==> images/m3.png <==
(8 px per µm)
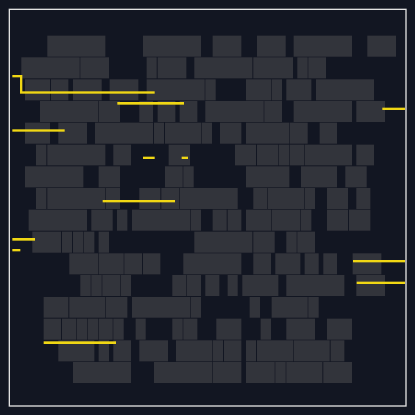
==> images/class_map.png <==
(10 px per µm)
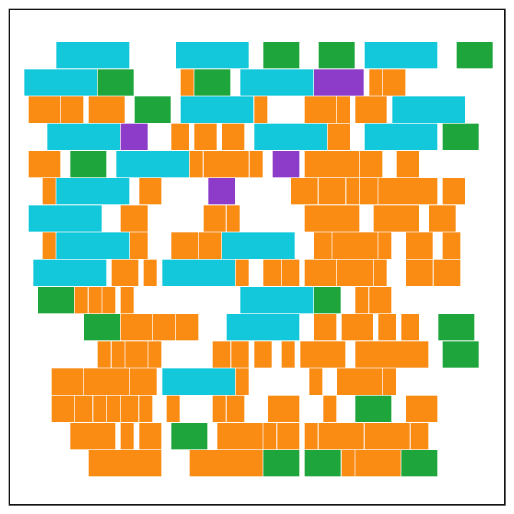
==> images/route_heat.png <==
(8 px per µm) 10 x 10 tiles, from dark purple (low) to yellow (high), scaled to the fullest tile. Values are wire area over tile area, all layers added.
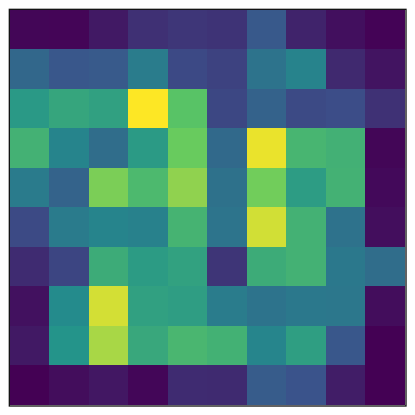
==> images/clock_nets.png <==
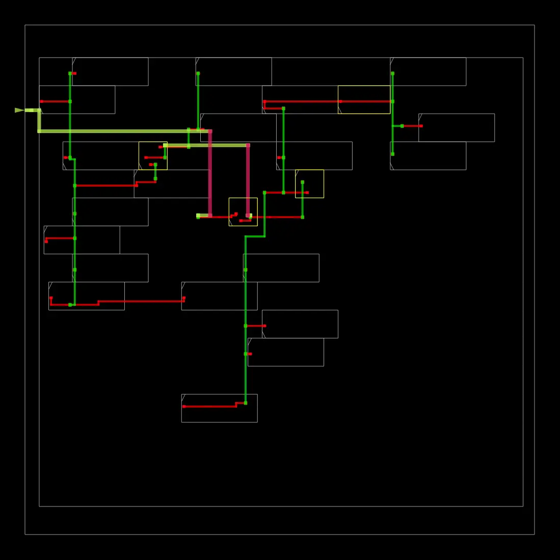
==> images/sizing.png <==
(6 px per µm)
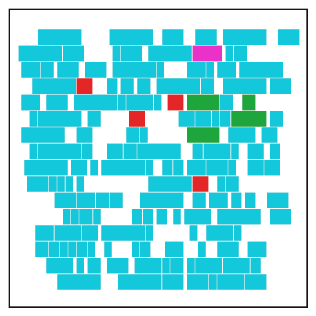
==> config.mk <==
export PLATFORM = sky130hd
export DESIGN_NAME = gray_step_sequencer
export DESIGN_NICKNAME = d
export VERILOG_FILES = /design/src/rtl/gray_step_pkg.sv /design/src/rtl/sat_updown_counter.sv /design/src/rtl/gray_step_sequencer.sv
export SDC_FILE = /design/constraint.sdc
export NUM_CORES = 1
export LEC_CHECK = 0
export CAP_MARGIN = 20
export CORE_UTILIZATION = 53
export CTS_CLUSTER_DIAMETER = 60
export DETAILED_ROUTE_END_ITERATION = 12
export GPL_TIMING_DRIVEN = 1
export HOLD_SLACK_MARGIN = 0.06
export PLACE_DENSITY = 0.74
export SYNTH_ARGS = -nofsm -noshare
export SYNTH_HDL_FRONTEND = slang
export SYNTH_SLANG_ARGS = --single-unit
export TNS_END_PERCENT = 100
==> constraint.sdc <==
create_clock -name clk -period 4.9 [get_ports clk]
set_clock_uncertainty 0.2 [all_clocks]
set_input_delay 0.735 -clock clk [delete_from_list [all_inputs] [get_ports clk]]
set_output_delay 0.735 -clock clk [all_outputs]
set_load 0.01 [all_outputs]
==> results.cfg <==
; physical design summary
[timing]
slew_violations = 0
tns_ns = 0
fmax_ghz = 0.2291
final_hold_viol_count = 0
rsz0062_at_grt = false
setup_viol = 0
min_period_ns = 4.366
tightest_slew_ns = 0.6308

[pwr]
ir_worst_vdd_uv = 351.8
p_comb_uw = 484
p_seq_uw = 247
power_density_nw_per_um2 = 584.4
seqPwrFrac = 0.300
power_leakage_nw = 0.5923
p_switching_uw = 342.4

[grt]
grt_remaining_overflow = 0
grt_util_met2 = 0.3447
grt_pass1_wl_mm = 3.912
grt_max_degree = 16
use_met1 = 0.2747
grt-busiest-layer = met2
antenna_found_initial = 0

[yosys]
netlist_instances = 136
synth_flops = 20
yosysSeqAreaShare = 0.3361
syn_area_um2 = 1191
ys_async_sr_fraction = 0
area_leaders = dfxtp_1 34%, ha_1 12%, inv_1 5.7%, fa_1 5.0%, nor2_1 4.4%
ff_type = dfxtp_1
top_cells_by_count = 20 x dfxtp_1, 18 x inv_1, 14 x nor2_1
avgSynthCellArea_um2 = 8.758
yosysWarnings = 0

[die]
die_w_um = 49.41
io-pin-count = 18
fp_util = 0.5833

[route]
met1_length_mm = 1.117
drt_iter0_markers = 19
wl_met2_um = 972
top_layer_used = met4
dr_wl_met3_um = 70
antenna_left = 0
via_per_inst = 5.391
drt_pre_antenna_iters = 4

[critical_path]
worstSetupPathType = reg2reg
cp_top_family = adder cells
path_cells = inv_1 -> ha_1 -> nor2b_1 -> or2_1 -> nor2_1 -> and2_1 -> fa_1 -> ha_1 -> inv_1 -> ha_1 -> a21oi_1 -> nor2b_1 -> nor2_1 -> fa_1 -> inv_1 -> o41ai_1 -> a31oi_1
critical_path_buf_inv_count = 3
cp_max_fo = 7
crit_slowest_cell = o41ai_1
path_depth = 17
r2r_cells = 17
cp.arrival_ns = 4.33
crit_required_ns = 4.87

[final_layout]
fillers = 179
seq_area_um2 = 400.4
final_cell_mix = 20 x dfxtp_1, 18 x inv_1, 17 x clkdlybuf4s50_1, 14 x nor2_1, 11 x ha_1
layout-drive-gt1-share = 0.05921
lay_top_count = dfxtp_1
diodes = 0

[clock_network]
clock_sinks = 20
cts_buffer_depth = 2
cts.clk_slew.worst_paths_ns = 0.10
cts_root_buffer = clkbuf_4
tritoncts = yes
post-cts-setup-buffers = 0
cts-resized-gates = 0
h-tree-depth = 1
holdBufCountCts = 0

[place]
gp_congestion = 0.8216
place_area_um2 = 1373
dp_slack_ns = 0.3219
hpwl_mm = 1.757

[worst_hold_path]
hold_depth = 1
hold_path.class = reg2reg

[run_status]
status = finished clean
Notes on m3.png above:
- longest straight run: 16.6 µm
- nets with wire on the layer: 10
- wire length on this layer: 70.3 µm
routed vias: 965
met3 Use GR: 0.03738
DRT Wirelength: 2.175 mm

Notes on class_map.png above:
- remaining logic cells: orange (cells 110; share of their area 55%)
- sequential cells: cyan (cells 20; share of their area 29%)
- clock drivers and dummy loads: purple (cells 4; share of their area 2.6%)
- remaining buffers and delay cells: green (cells 18; share of their area 13%)
fraction of area in registers: 0.2842
Final Cell Area: 1409 µm²
FP Rows: 16
CORE AREA: 2042 µm²
Final Util: 0.6900

Notes on route_heat.png above:
- fullest tile: 0.37
- mean over tiles: 0.14
- emptiest ninth of the die: upper right
- densest ninth of the die: center
GRT Total Usage: 0.2035
drt wl/cell: 12.15 µm

Notes on clock_nets.png above:
total CTS buffers: 3
registers: 20
clkbuf count: 4

Notes on sizing.png above:
- x3 and x4: red (cells 4; most used clkbuf_4)
- x6 and larger: magenta (cells 1; most used clkbuf_8)
- x1 and smaller: cyan (cells 143; most used dfxtp_1)
- x2: green (cells 4)
Setup WS post-layout: 0.5344 ns
Signal buffers: 18
Layout area overhead: 18.28%

-- cell families (layout without fill, tap and decap cells) --
family	after synthesis	in the layout	synth area share
AOI/OAI and AO/OA	26	26	0.1649
xor gates and xnor gates	5	5	0.03676
adders and majority gates	14	14	0.1660
buffers and inverters	24	40	0.08193
DFF	20	20	0.3361
and+or+nand+nor	47	47	0.2143
-- per-stage QoR --
step             util  std cells  power (mW)
2_1_floorplan       -        136      0.6028
3_3_place_gp   0.6722        175      0.7211
3_5_place_dp   0.6722        175      0.7388
4_1_cts        0.6900        179      0.8315
5_1_grt        0.6900        179      0.9082
6_report       0.6900        179      0.8234
-- final cells by class --
class | count | area share
clock buffers | 4 | 0.02575
inverters | 18 | 0.04796
multi-input cells | 92 | 0.4920
flip-flops and latches | 20 | 0.2842
well taps | 27 | 0.02398
repair buffers | 18 | 0.1261
Power and IR drop assume default switching activity.
